Fig. 1: run 1, clock routing
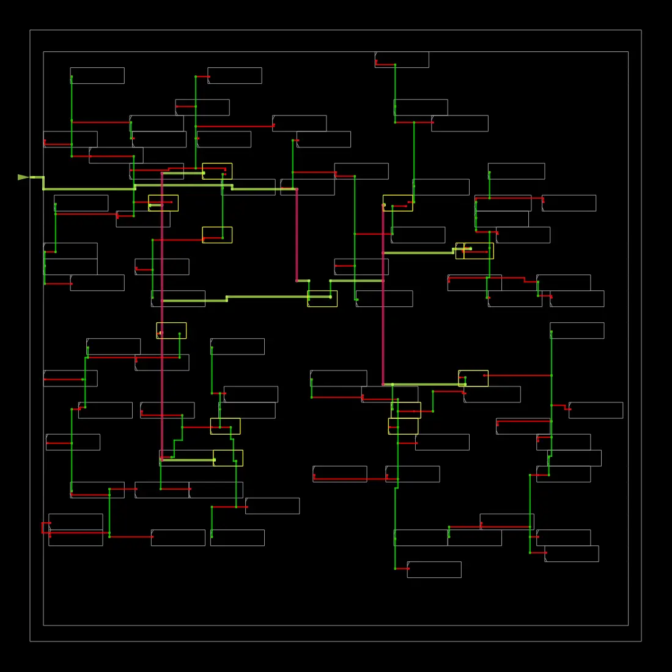
Fig. 2: run 1, routed metal, one color a layer
Scale bar: 20 µm.
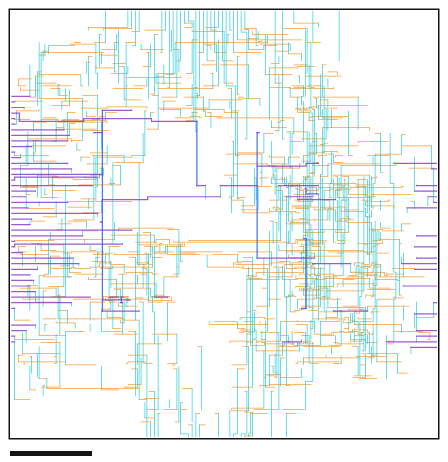
Fig. 3: run 1, clock network drawn from the DEF
Scale bar: 20 µm.
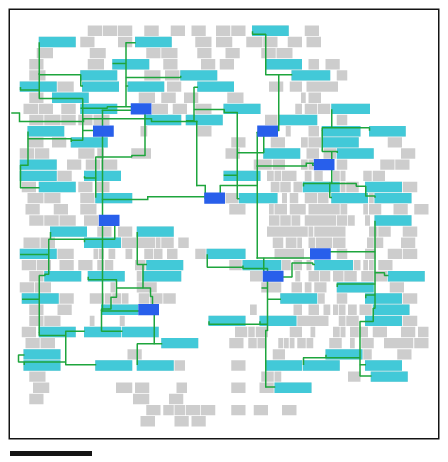
==> config.mk <==
export PLATFORM = sky130hd
export DESIGN_NAME = hsv_core_flush_ctrl
export DESIGN_NICKNAME = d
export VERILOG_FILES = /design/src/rtl/hsv_core_pkg.sv /design/src/rtl/hsv_core_flush_ack_collect.sv /design/src/rtl/hsv_core_flush_ctrl.sv
export SDC_FILE = /design/constraint.sdc
export NUM_CORES = 1
export LEC_CHECK = 0
export CAP_MARGIN = 20
export CORE_MARGIN = 2
export CORE_UTILIZATION = 31
export DETAILED_ROUTE_END_ITERATION = 8
export GPL_TIMING_DRIVEN = 0
export PLACE_DENSITY = 0.69
export SLEW_MARGIN = 20
export SYNTH_ARGS = -nofsm -noshare
export SYNTH_HDL_FRONTEND = slang
export SYNTH_HIERARCHICAL = 1
export SYNTH_SLANG_ARGS = --single-unit
==> constraint.sdc <==
create_clock -name clk_core -period 2.2 [get_ports clk_core]
set_clock_uncertainty 0.2 [all_clocks]
set_input_delay 0.33 -clock clk_core [delete_from_list [all_inputs] [get_ports clk_core]]
set_output_delay 0.33 -clock clk_core [all_outputs]
set_load 0.02 [all_outputs]
==> out/qor.txt, run 1 <==
Yosys warning total = 6
Met1 Use GR = 15.67%
Yosys Chip Area = 3122 µm²
Top cells by area = dfrtp_1 59%, mux2_2 12%, xnor2_1 5.3%
Worst Path Buf+Inv = 2
XOR Share, Synth = 8.136%
Leakage power total = 2.048 nW
Flop count = 73
Max incr delay on CP = 0.49 ns
Flop pwr share = 38.9%
Top logic cells by instance count in the layout = 108 x clkdlybuf4s50_1, 64 x dfrtp_1, 33 x mux2_2
Initial core utilization = 31.94%
Mapped Nets = 283
Yosys stat cell total = 242
Arrival @ worst endpoint = 2.24 ns
Post-synth top cells = 73 x dfrtp_1, 33 x mux2_2, 19 x xnor2_1
Max-area cell class = registers
Finished Cell Area = 4800 µm²
GP Congestion = 0.8075
Setup-failing EPs final = 0
Post-CTS setup buffer count = 2
DRC Markers = 0
IO Count = 110
Async S/R FF share, synth = 100.0%
Delay-heaviest family, CP = simple AND/OR/NAND/NOR gates
Final Hold Violation Tally = 0
PwrDens = 1072 nW/µm²
Dominant comb cell = simple AND/OR/NAND/NOR gates
Die area = 10,890 µm²
Worst setup margin = 0.01934 ns
Tool Warnings = 27
Largest net degree at the start of global routing = 40
Post-DP Area = 4397 µm²
Max Clk Rate = 458.6 MHz
Combinational share of cell area = 26.80%
Outcome = finished clean
Worst reg2reg path depth = 6
Max VDD drop = 0.0006305 V
Non-clk bufs = 139
Number of max-cap violations = 0
Startpoint types = primary input
Slew Viols, Final = 0
Clk root buf = clkbuf_8
Commonest Layout Cell = clkdlybuf4s50_1
Cell Type Count = 34
Syn_area_per_cell = 12.90 µm²
Top pwr grp = combinational logic
Post-route ant nets = 0
Cell area after synthesis = 3122 µm²
Nets = 426
Comb pwr share = 42.8%
Via count = 2,420
DRT met1 WL = 2988 µm
Width of the die = 104.4 µm
Tap cells = 133
Vias in the first global route = 2,358
Cts repair resizes = 6
Leading area contributor after synthesis = dfrtp_1
Gr ovfl total = 0
Fin Setup TNS = 0 ns
H-tree depth = 3
R2R Setup Slk = 0.06 ns
Adder share = 0.4008%
Top-count cell post-synth = dfrtp_1
Final core utilization = 49.10%
Switching part of the total = 33.08%
Post-DP HPWL = 5221 µm
Antenna Cells = 0
MI comb cells = 157
CTS Hold Bufs = 1
DRT Pass-1 Iters = 6
WP data required = 2.26 ns
DR iter-0 viols = 56
Via/cell ratio = 4.654
Seq pwr = 2.00 mW
Worst Setup End Kind = flop
Met2 wire len = 3560 µm
Sequential share of cell area = 38.30%
Critical path class = primary input to flop
Core Area = 9774 µm²
Synth-to-Final Area Change = 53.75%
Inverters excl. clock = 5
Die H = 104.4 µm
Layout cells sized above 1 = 25.32%
Hold WS = 0.2792 ns
Registers, synthesis = 73
Crit Path Max Fanout = 5
Reg area = 1838 µm²
Comb. pwr = 2.20 mW
MI comb area = 1286 µm²
Non-Clock Buffer Area Fraction = 27.53%
Initial antenna violation count = 0
Met2 Usage GRT = 21.52%
CTS tree = built
Final std cells w/o fill = 520
Top Layer Used = met4
Total Power = 5.146 mW
Main synth FF type = dfrtp_1
Deepest clock path buffer count = 2
Final min period = 2.181 ns
Aoi share = 3.808%
Levels on crit path = 7
Worst-path cell chain = clkdlybuf4s50_1, nand3b_1, buf_4, nor4_4, nand4b_1, nor3_1, xnor2_1
ClkCell Share = 3.519%
GRT met3 Usage = 6.140%
Mux area share = 11.90%
Met3 wire length = 690 µm
Rel. slew slack = 63.00%
P_sw = 1.702 mW
Top Usage Layer GRT = met2
Fillers = 898
Int Power = 3.444 mW
CTS clk-pin slew, worst paths = 0.07 ns
Count of library flops with an enable pin = 0
Synth Area in Simple Gates = 15.31%
Worst slew pin tran = 0.5526 ns
First-pass GRT wire length = 11,670 µm
Seq share, synth = 58.52%
Hold/Removal Path Class = primary input to asynchronous set/reset pin
Cells after synthesis = 242
Yosys top cell area share = 58.52%
Worst slack, placed = -0.5637 ns
I/O Buffers = 109
Cells after DPL = 485
Number of core rows = 36
Slowest CP cell = clkdlybuf4s50_1
Fin crit share = 99.12%
Back to the opening pictures, Fig. 1:
Worst-Skew Late Latency: 0.34 ns
clock group total power: 946 µW
CTS Buf Count: 9
CTS sink cnt: 73
# clk buffers: 13

Back to the opening pictures, Fig. 2:
legend:
  M3:
    color: purple
    wire_length: 690 µm
  M1:
    color: orange
    wire_length: 2,990 µm
  M4:
    color: blue
    wire_length: 114 µm
  M2:
    color: cyan
    wire_length: 3,560 µm
routed len/inst: 14.14 µm
GR Util All Layers: 13.32%
drt total wl: 7353 µm

Back to the opening pictures, Fig. 3:
legend:
  clock-net drivers:
    color: blue
    count: 9
  flip-flops:
    color: cyan
    count: 73
  clock wires:
    color: green
    length: 945 µm
routed clock nets: 10
flops lie: all over the die
Clk pwr share: 18.4%

## Run 2: what changed since run 1
--- a/config.mk
+++ b/config.mk
@@ -11,7 +11,6 @@
 export DETAILED_ROUTE_END_ITERATION = 8
 export GPL_TIMING_DRIVEN = 0
 export PLACE_DENSITY = 0.69
-export SLEW_MARGIN = 20
 export SYNTH_ARGS = -nofsm -noshare
 export SYNTH_HDL_FRONTEND = slang
 export SYNTH_HIERARCHICAL = 1
==> out/qor.txt, run 2 <==
Outcome = finished clean (unchanged)
Worst setup margin = 0.01934 ns (unchanged)
Max incr delay on CP = 0.49 ns (about the same)
Fillers = 898 (unchanged)
Switching part of the total = 33.08% (unchanged)
Crit Path Max Fanout = 5 (unchanged)
Clk pwr share = 18.4% (about the same)
PwrDens = 1072 nW/µm² (unchanged)
CTS Hold Bufs = 1 (unchanged)
Post-DP HPWL = 5221 µm (unchanged)
Layout cells sized above 1 = 25.32% (unchanged)
Clk root buf = clkbuf_8 (unchanged)
Yosys warning total = 6 (unchanged)
Post-CTS setup buffer count = 2 (unchanged)
Combinational share of cell area = 26.80% (unchanged)
Finished Cell Area = 4800 µm² (unchanged)
Non-clk bufs = 139 (unchanged)
Registers, synthesis = 73 (unchanged)
Setup-failing EPs final = 0 (unchanged)
DRT met1 WL = 2988 µm (unchanged)
Commonest Layout Cell = clkdlybuf4s50_1 (unchanged)
Met1 Use GR = 15.67% (unchanged)
Fin Setup TNS = 0 ns (unchanged)
I/O Buffers = 109 (unchanged)
Seq share, synth = 58.52% (unchanged)
Final Hold Violation Tally = 0 (unchanged)
ClkCell Share = 3.519% (unchanged)
Worst slack, placed = -0.5637 ns (unchanged)
Syn_area_per_cell = 12.90 µm² (unchanged)
DRC Markers = 0 (unchanged)
Worst reg2reg path depth = 6 (unchanged)
Die area = 10,890 µm² (unchanged)
Initial core utilization = 31.94% (unchanged)
Adder share = 0.4008% (unchanged)
Vias in the first global route = 2,358 (unchanged)
Fin crit share = 99.12% (unchanged)
Comb pwr share = 42.8% (about the same)
Max VDD drop = 0.0006305 V (unchanged)
Number of core rows = 36 (unchanged)
Levels on crit path = 7 (unchanged)
GRT met3 Usage = 6.140% (unchanged)
XOR Share, Synth = 8.136% (unchanged)
Post-DP Area = 4397 µm² (unchanged)
Leakage power total = 2.048 nW (unchanged)
Hold/Removal Path Class = primary input to asynchronous set/reset pin (unchanged)
Main synth FF type = dfrtp_1 (unchanged)
Antenna Cells = 0 (unchanged)
Met3 wire length = 690 µm (unchanged)
Top Usage Layer GRT = met2 (unchanged)
Worst Path Buf+Inv = 2 (unchanged)
Post-route ant nets = 0 (unchanged)
Non-Clock Buffer Area Fraction = 27.53% (unchanged)
Final min period = 2.181 ns (unchanged)
Top logic cells by instance count in the layout = 108 x clkdlybuf4s50_1, 64 x dfrtp_1, 33 x mux2_2 (unchanged)
Worst Setup End Kind = flop (unchanged)
CTS clk-pin slew, worst paths = 0.07 ns (about the same)
H-tree depth = 3 (unchanged)
Flop pwr share = 38.9% (about the same)
Synth-to-Final Area Change = 53.75% (unchanged)
Slew Viols, Final = 0 (unchanged)
Post-synth top cells = 73 x dfrtp_1, 33 x mux2_2, 19 x xnor2_1 (unchanged)
CTS tree = built (unchanged)
First-pass GRT wire length = 11,670 µm (unchanged)
CTS sink cnt = 73 (unchanged)
Drt total wl = 7353 µm (unchanged)
Synth Area in Simple Gates = 15.31% (unchanged)
CTS Buf Count = 9 (unchanged)
Cts repair resizes = 6 (unchanged)
IO Count = 110 (unchanged)
Hold WS = 0.2792 ns (unchanged)
Count of library flops with an enable pin = 0 (unchanged)
Met2 wire len = 3560 µm (unchanged)
DR iter-0 viols = 56 (unchanged)
WP data required = 2.26 ns (about the same)
Via/cell ratio = 4.654 (unchanged)
MI comb area = 1286 µm² (unchanged)
Tool Warnings = 27 (unchanged)
Arrival @ worst endpoint = 2.24 ns (about the same)
Comb. pwr = 2.20 mW (about the same)
Top-count cell post-synth = dfrtp_1 (unchanged)
Cells after synthesis = 242 (unchanged)
Width of the die = 104.4 µm (unchanged)
Cell Type Count = 34 (unchanged)
Cell area after synthesis = 3122 µm² (unchanged)
DRT Pass-1 Iters = 6 (unchanged)
Top cells by area = dfrtp_1 59%, mux2_2 12%, xnor2_1 5.3% (unchanged)
Initial antenna violation count = 0 (unchanged)
Routed len/inst = 14.14 µm (unchanged)
Largest net degree at the start of global routing = 40 (unchanged)
Via count = 2,420 (unchanged)
Final std cells w/o fill = 520 (unchanged)
Worst-Skew Late Latency = 0.34 ns (about the same)
Cells after DPL = 485 (unchanged)
Int Power = 3.444 mW (unchanged)
Async S/R FF share, synth = 100.0% (unchanged)
Mapped Nets = 283 (unchanged)
Nets = 426 (unchanged)
Die H = 104.4 µm (unchanged)
Leading area contributor after synthesis = dfrtp_1 (unchanged)
Worst slew pin tran = 0.5526 ns (unchanged)
Core Area = 9774 µm² (unchanged)
Max-area cell class = registers (unchanged)
Aoi share = 3.808% (unchanged)
Yosys Chip Area = 3122 µm² (unchanged)
Rel. slew slack = 63.00% (unchanged)
Deepest clock path buffer count = 2 (unchanged)
Met2 Usage GRT = 21.52% (unchanged)
Yosys top cell area share = 58.52% (unchanged)
Flop count = 73 (unchanged)
Clock group total power = 946 µW (about the same)
GP Congestion = 0.8075 (unchanged)
Critical path class = primary input to flop (unchanged)
Mux area share = 11.90% (unchanged)
Gr ovfl total = 0 (unchanged)
Top pwr grp = combinational logic (unchanged)
GR Util All Layers = 13.32% (unchanged)
Top Layer Used = met4 (unchanged)
Startpoint types = primary input (unchanged)
Delay-heaviest family, CP = simple AND/OR/NAND/NOR gates (unchanged)
Worst-path cell chain = clkdlybuf4s50_1, nand3b_1, buf_4, nor4_4, nand4b_1, nor3_1, xnor2_1 (unchanged)
# clk buffers = 13 (unchanged)
P_sw = 1.702 mW (unchanged)
Yosys stat cell total = 242 (unchanged)
Slowest CP cell = clkdlybuf4s50_1 (unchanged)
Total Power = 5.146 mW (unchanged)
R2R Setup Slk = 0.06 ns (about the same)
Dominant comb cell = simple AND/OR/NAND/NOR gates (unchanged)
MI comb cells = 157 (unchanged)
Inverters excl. clock = 5 (unchanged)
Number of max-cap violations = 0 (unchanged)
Max Clk Rate = 458.6 MHz (unchanged)
Tap cells = 133 (unchanged)
Fig. 4: run 2, clock network drawn from the DEF
Scale bar: 20 µm.
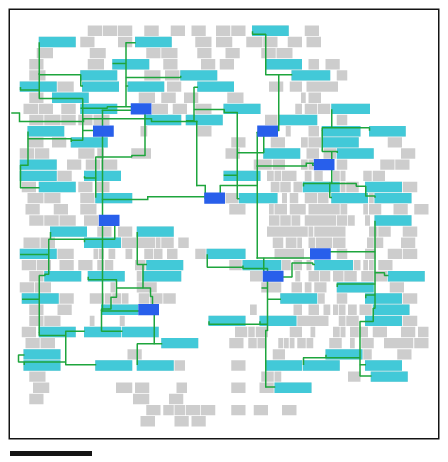
legend:
  flip-flops:
    color: cyan
    count: 73
  clock wires:
    color: green
    length: 945 µm
  clock-net drivers:
    color: blue
    count: 9
routed clock nets: 10
flops lie: all over the die

Fig. 5: run 2, where the registers sit
Other sequential cells in the stronger gray, the rest of the logic in the fainter gray.
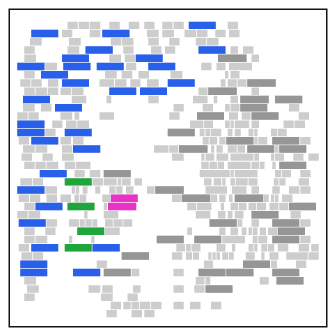
legend:
  state_r:
    color: magenta
    sequential_cells: 2
  u_ack_collect/mask:
    color: green
    sequential_cells: 4
  redirect_pc_o:
    color: blue
    sequential_cells: 32
not colored: 35
final core utilization: 49.10%
sequential share of cell area: 38.30%
seq pwr: 2.00 mW
Reg area: 1838 µm²

No activity file was given, so power comes from the tool's default toggle rates.
